Register map, names as in the netlist:
Scale bar: 100 um. Other sequential cells in the stronger gray, the rest of the logic in the fainter gray.
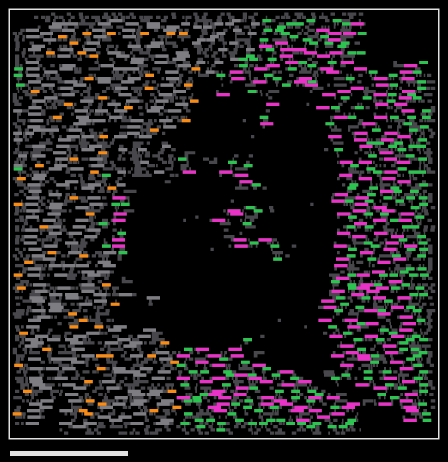
Gate families picked out:
Scale bar: 100 um.
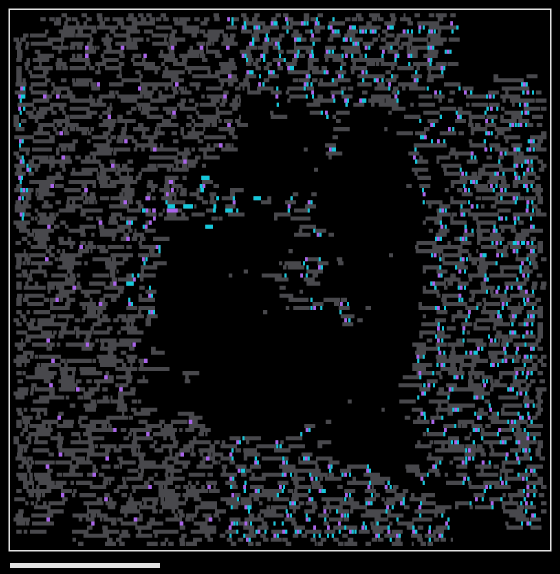
The clock network:
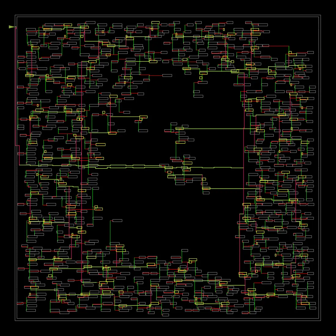
Routed metal, one color a layer:
Only two layers are drawn.
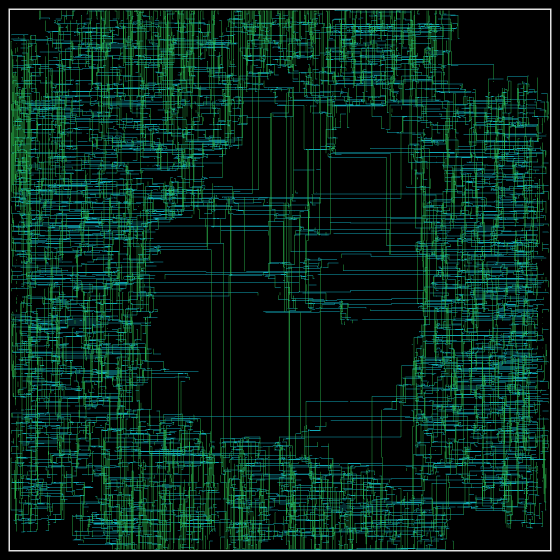
--- src/rtl/l2_pmem_burst_adaptor.sv ---
// -----------------------------------------------------------------------------
// l2_pmem_burst_adaptor
//
// Purpose:
//   Sits between the L2 cache's physical-memory line port and a beat-oriented
//   main-memory port. A whole-line read or write request from the L2 turns
//   into a burst of num_beats beats, each s_burst bits wide, toward memory.
//   Read beats are collected into one line. A write-back line is sent out one
//   beat at a time. When the burst is finished, the L2 gets a one-cycle
//   completion pulse.
//
// Ports:
//   clk             system clock
//   rst             synchronous active-high reset
//   line_address_i  L2 line address (byte offset bits ignored)
//   line_read_i     L2 line-fill request, held until line_resp_o
//   line_write_i    L2 write-back request, held until line_resp_o
//   line_wdata_i    line to write back
//   line_rdata_o    assembled fill line (changes only when a read completes)
//   line_resp_o     one-cycle completion pulse
//   mem_address_o   burst base address, stable for the whole burst
//   mem_read_o      burst read request
//   mem_write_o     burst write request
//   mem_wdata_o     current write beat
//   mem_rdata_i     current read beat
//   mem_resp_i      beat accepted / valid this cycle
//
// All outputs are registered.
// -----------------------------------------------------------------------------
module l2_pmem_burst_adaptor #(
  parameter int s_line  = 256,
  parameter int s_burst = 64
) (
  input  logic               clk,
  input  logic               rst,
  input  logic [31:0]        line_address_i,
  input  logic               line_read_i,
  input  logic               line_write_i,
  input  logic [s_line-1:0]  line_wdata_i,
  output logic [s_line-1:0]  line_rdata_o,
  output logic               line_resp_o,
  output logic [31:0]        mem_address_o,
  output logic               mem_read_o,
  output logic               mem_write_o,
  output logic [s_burst-1:0] mem_wdata_o,
  input  logic [s_burst-1:0] mem_rdata_i,
  input  logic               mem_resp_i
);

  localparam int num_beats = s_line / s_burst;
  localparam int cnt_w     = (num_beats > 1) ? $clog2(num_beats) : 1;
  localparam int off_w     = $clog2(s_line / 8);
  localparam logic [cnt_w-1:0] last_idx = cnt_w'(num_beats - 1);

  typedef enum logic [1:0] {
    IDLE  = 2'd0,
    READ  = 2'd1,
    WRITE = 2'd2,
    DONE  = 2'd3
  } state_t;

  state_t state_reg, state_next;

  logic [cnt_w-1:0]   count_reg, count_next;
  logic [cnt_w-1:0]   count_inc;
  logic [s_burst-1:0] wbeat_reg [num_beats];
  logic [s_burst-1:0] rbeat_reg [num_beats];
  logic [s_line-1:0]  fill_line;

  logic [31:0]        mem_address_reg, mem_address_next;
  logic               mem_read_reg, mem_read_next;
  logic               mem_write_reg, mem_write_next;
  logic [s_burst-1:0] mem_wdata_reg, mem_wdata_next;
  logic               line_resp_reg, line_resp_next;
  logic [s_line-1:0]  line_rdata_reg, line_rdata_next;

  logic start_write;
  logic start_read;
  logic last_beat;
  logic unused_offset;

  // The byte offset inside a line has no meaning for a whole-line burst.
  assign unused_offset = ^line_address_i[off_w-1:0];

  // A write wins when both requests are raised in the same IDLE cycle.
  assign start_write = (state_reg == IDLE) && line_write_i;
  assign start_read  = (state_reg == IDLE) && !line_write_i && line_read_i;
  assign last_beat   = (count_reg == last_idx);
  assign count_inc   = count_reg + cnt_w'(1);

  // The fill line as it will look once the current beat is stored. When the
  // last beat arrives, the full line is registered straight into
  // line_rdata_o, so it is already valid in the DONE cycle.
  for (genvar gi = 0; gi < num_beats; gi++) begin : g_fill
    assign fill_line[gi*s_burst +: s_burst] =
      (count_reg == cnt_w'(gi)) ? mem_rdata_i : rbeat_reg[gi];
  end

  // ---------------------------------------------------------------------------
  // State register
  // ---------------------------------------------------------------------------
  always_ff @(posedge clk) begin
    if (rst) begin
      state_reg <= IDLE;
    end else begin
      state_reg <= state_next;
    end
  end

  // ---------------------------------------------------------------------------
  // Next-state logic
  // ---------------------------------------------------------------------------
  always_comb begin
    state_next = state_reg;
    case (state_reg)
      IDLE: begin
        if (line_write_i) begin
          state_next = WRITE;
        end else if (line_read_i) begin
          state_next = READ;
        end
      end
      READ: begin
        if (mem_resp_i && last_beat) begin
          state_next = DONE;
        end
      end
      WRITE: begin
        if (mem_resp_i && last_beat) begin
          state_next = DONE;
        end
      end
      DONE:    state_next = IDLE;
      default: state_next = IDLE;
    endcase
  end

  // ---------------------------------------------------------------------------
  // Output / datapath next values (all outputs are registered below)
  // ---------------------------------------------------------------------------
  always_comb begin
    count_next       = count_reg;
    mem_address_next = mem_address_reg;
    mem_read_next    = mem_read_reg;
    mem_write_next   = mem_write_reg;
    mem_wdata_next   = mem_wdata_reg;
    line_resp_next   = 1'b0;
    line_rdata_next  = line_rdata_reg;
    case (state_reg)
      IDLE: begin
        if (start_write) begin
          mem_address_next = {line_address_i[31:off_w], {off_w{1'b0}}};
          mem_write_next   = 1'b1;
          mem_wdata_next   = line_wdata_i[s_burst-1:0];
          count_next       = '0;
        end else if (start_read) begin
          mem_address_next = {line_address_i[31:off_w], {off_w{1'b0}}};
          mem_read_next    = 1'b1;
          count_next       = '0;
        end
      end
      READ: begin
        if (mem_resp_i) begin
          if (last_beat) begin
            mem_read_next   = 1'b0;
            count_next      = '0;
            line_resp_next  = 1'b1;
            line_rdata_next = fill_line;
          end else begin
            count_next = count_inc;
          end
        end
      end
      WRITE: begin
        if (mem_resp_i) begin
          if (last_beat) begin
            mem_write_next = 1'b0;
            count_next     = '0;
            line_resp_next = 1'b1;
          end else begin
            count_next     = count_inc;
            mem_wdata_next = wbeat_reg[count_inc];
          end
        end
      end
      default: begin
        // DONE: line_resp_o falls back to 0 because of the default above.
      end
    endcase
  end

  // ---------------------------------------------------------------------------
  // Registers: counter, outputs and beat buffers
  // ---------------------------------------------------------------------------
  always_ff @(posedge clk) begin
    if (rst) begin
      count_reg       <= '0;
      mem_address_reg <= '0;
      mem_read_reg    <= 1'b0;
      mem_write_reg   <= 1'b0;
      mem_wdata_reg   <= '0;
      line_resp_reg   <= 1'b0;
      line_rdata_reg  <= '0;
    end else begin
      count_reg       <= count_next;
      mem_address_reg <= mem_address_next;
      mem_read_reg    <= mem_read_next;
      mem_write_reg   <= mem_write_next;
      mem_wdata_reg   <= mem_wdata_next;
      line_resp_reg   <= line_resp_next;
      line_rdata_reg  <= line_rdata_next;
    end
  end

  // The write buffer captures the whole line at request time. Read beats go
  // into their slot as they arrive. Reset clears both, so beats from an
  // aborted burst cannot end up in a later line.
  always_ff @(posedge clk) begin
    if (rst) begin
      for (int i = 0; i < num_beats; i++) begin
        wbeat_reg[i] <= '0;
        rbeat_reg[i] <= '0;
      end
    end else begin
      for (int i = 0; i < num_beats; i++) begin
        if (start_write) begin
          wbeat_reg[i] <= line_wdata_i[i*s_burst +: s_burst];
        end
        if ((state_reg == READ) && mem_resp_i && (count_reg == cnt_w'(i))) begin
          rbeat_reg[i] <= mem_rdata_i;
        end
      end
    end
  end

  assign line_rdata_o  = line_rdata_reg;
  assign line_resp_o   = line_resp_reg;
  assign mem_address_o = mem_address_reg;
  assign mem_read_o    = mem_read_reg;
  assign mem_write_o   = mem_write_reg;
  assign mem_wdata_o   = mem_wdata_reg;

endmodule

--- config.mk ---
export PLATFORM = sky130hd
export DESIGN_NAME = l2_pmem_burst_adaptor
export DESIGN_NICKNAME = d
export VERILOG_FILES = /design/src/rtl/l2_pmem_burst_adaptor.sv
export SDC_FILE = /design/constraint.sdc
export NUM_CORES = 1
export LEC_CHECK = 0
export CORE_MARGIN = 2
export CORE_UTILIZATION = 25
export CTS_CLUSTER_DIAMETER = 60
export DETAILED_ROUTE_END_ITERATION = 12
export PLACE_DENSITY_LB_ADDON = 0.2
export SKIP_CTS_REPAIR_TIMING = 1
export SYNTH_ARGS = -nofsm -noshare
export SYNTH_HDL_FRONTEND = slang
export SYNTH_SLANG_ARGS = --single-unit
--- constraint.sdc ---
create_clock -name clk -period 25.7 [get_ports clk]
set_input_delay 5.14 -clock clk [delete_from_list [all_inputs] [get_ports clk]]
set_output_delay 5.14 -clock clk [all_outputs]
set_load 0.05 [all_outputs]
==> results.py <==
# Auto-generated metrics
metrics = {
    "grt": {
        "grt_pass1_vias": 22100,
        "antenna_found_initial": 31,
    },
    "logic_synthesis": {
        "flop_cell": "edfxtp_1",
        "common_cells": "nand2_1 (569), edfxtp_1 (448), and2_1 (447), dfxtp_1 (354), a21oi_1 (289)",
        "simple_gate_share_pct": 21.9,
        "synth_xor_xnor_area_share_pct": 0,
        "top_logic_kind": "simple AND/OR/NAND/NOR gates",
    },
    "final_timing": {
        "max_freq_mhz": 122,
        "min_period_ns": 8.21,
        "period_used_pct": 31.9,
    },
    "power": {
        "p_sw_share_pct": 30.8,
    },
    "worst_hold_path": {
        "holdCritStartpoint": "line_rdata_o[252]",
    },
    "floorplan": {
        "die_h_um": 361,
    },
    "cells_and_area": {
        "logic_area_sq_mm": 0.0105,
        "finish.instance_area_sq_mm": 0.0439,
    },
    "setup_path": {
        "crit_end": "wbeat_reg[0][54]",
        "r2r_slack_ns": 21.69,
        "cp-startpoint": "line_write_i",
    },
    "drt": {
        "vias_per_cell": 4.28,
    },
    "placed_design": {
        "post-place-ws_ns": 16.68,
        "dpl_cell_area_sq_mm": 0.0404,
    },
    "status": {
        "status": "complete, no violations",
    },
}
Back to the opening pictures, 'register map, names as in the netlist':
green -> line_rdata_o  # placed flops 256
orange -> mem_wdata_o  # placed flops 64
magenta -> rbeat_reg  # placed flops 192
Final Util: 34.5%
Seq area share: 46.8%
Sequential cell area: 0.0205 sq mm
sequential power: 1.63 mW

Back to the opening pictures, 'gate families picked out':
cyan -> NAND gates  # cells 582, most used nand2_1
purple -> inverting AOI/OAI gates  # cells 358, most used a21oi_1, where widely spread
Final Non-Filler Cells: 5220
combinational share of cell area: 23.8%

Back to the opening pictures, 'the clock network':
clk_skew: 0.0217 ns
Num CTS Buffers: 105
CLK BUF: 142
flop count: 802

Back to the opening pictures, 'routed metal, one color a layer':
cyan -> metal 1  # wire length 44.8 mm
green -> metal 2  # wire length 48.5 mm
wire per inst: 20.0 um
Tot GR Track Use: 15.6%
vias after detailed routing: 22.3k
WL final: 104000 um

-- worst max-delay path, stage by stage --
cell	delay [ns]
clkdlybuf4s50_1	0.72
nand2_1	0.30
nand2b_4	0.72
buf_4	0.65
buf_4	0.86
-- layer usage --
metal | part of all wire (%) | track usage [%] | vias to the layer above
li1 | - | - | 10900
met1 | 43 | 19.4 | 10700
met2 | 46 | 25.3 | 638
met3 | 8.4 | 5.66 | 157
met4 | 2.1 | 4.67 | 38
met5 | 0.25 | 0 | -
Power figures rest on the tool's default switching activity, not on a simulated workload.
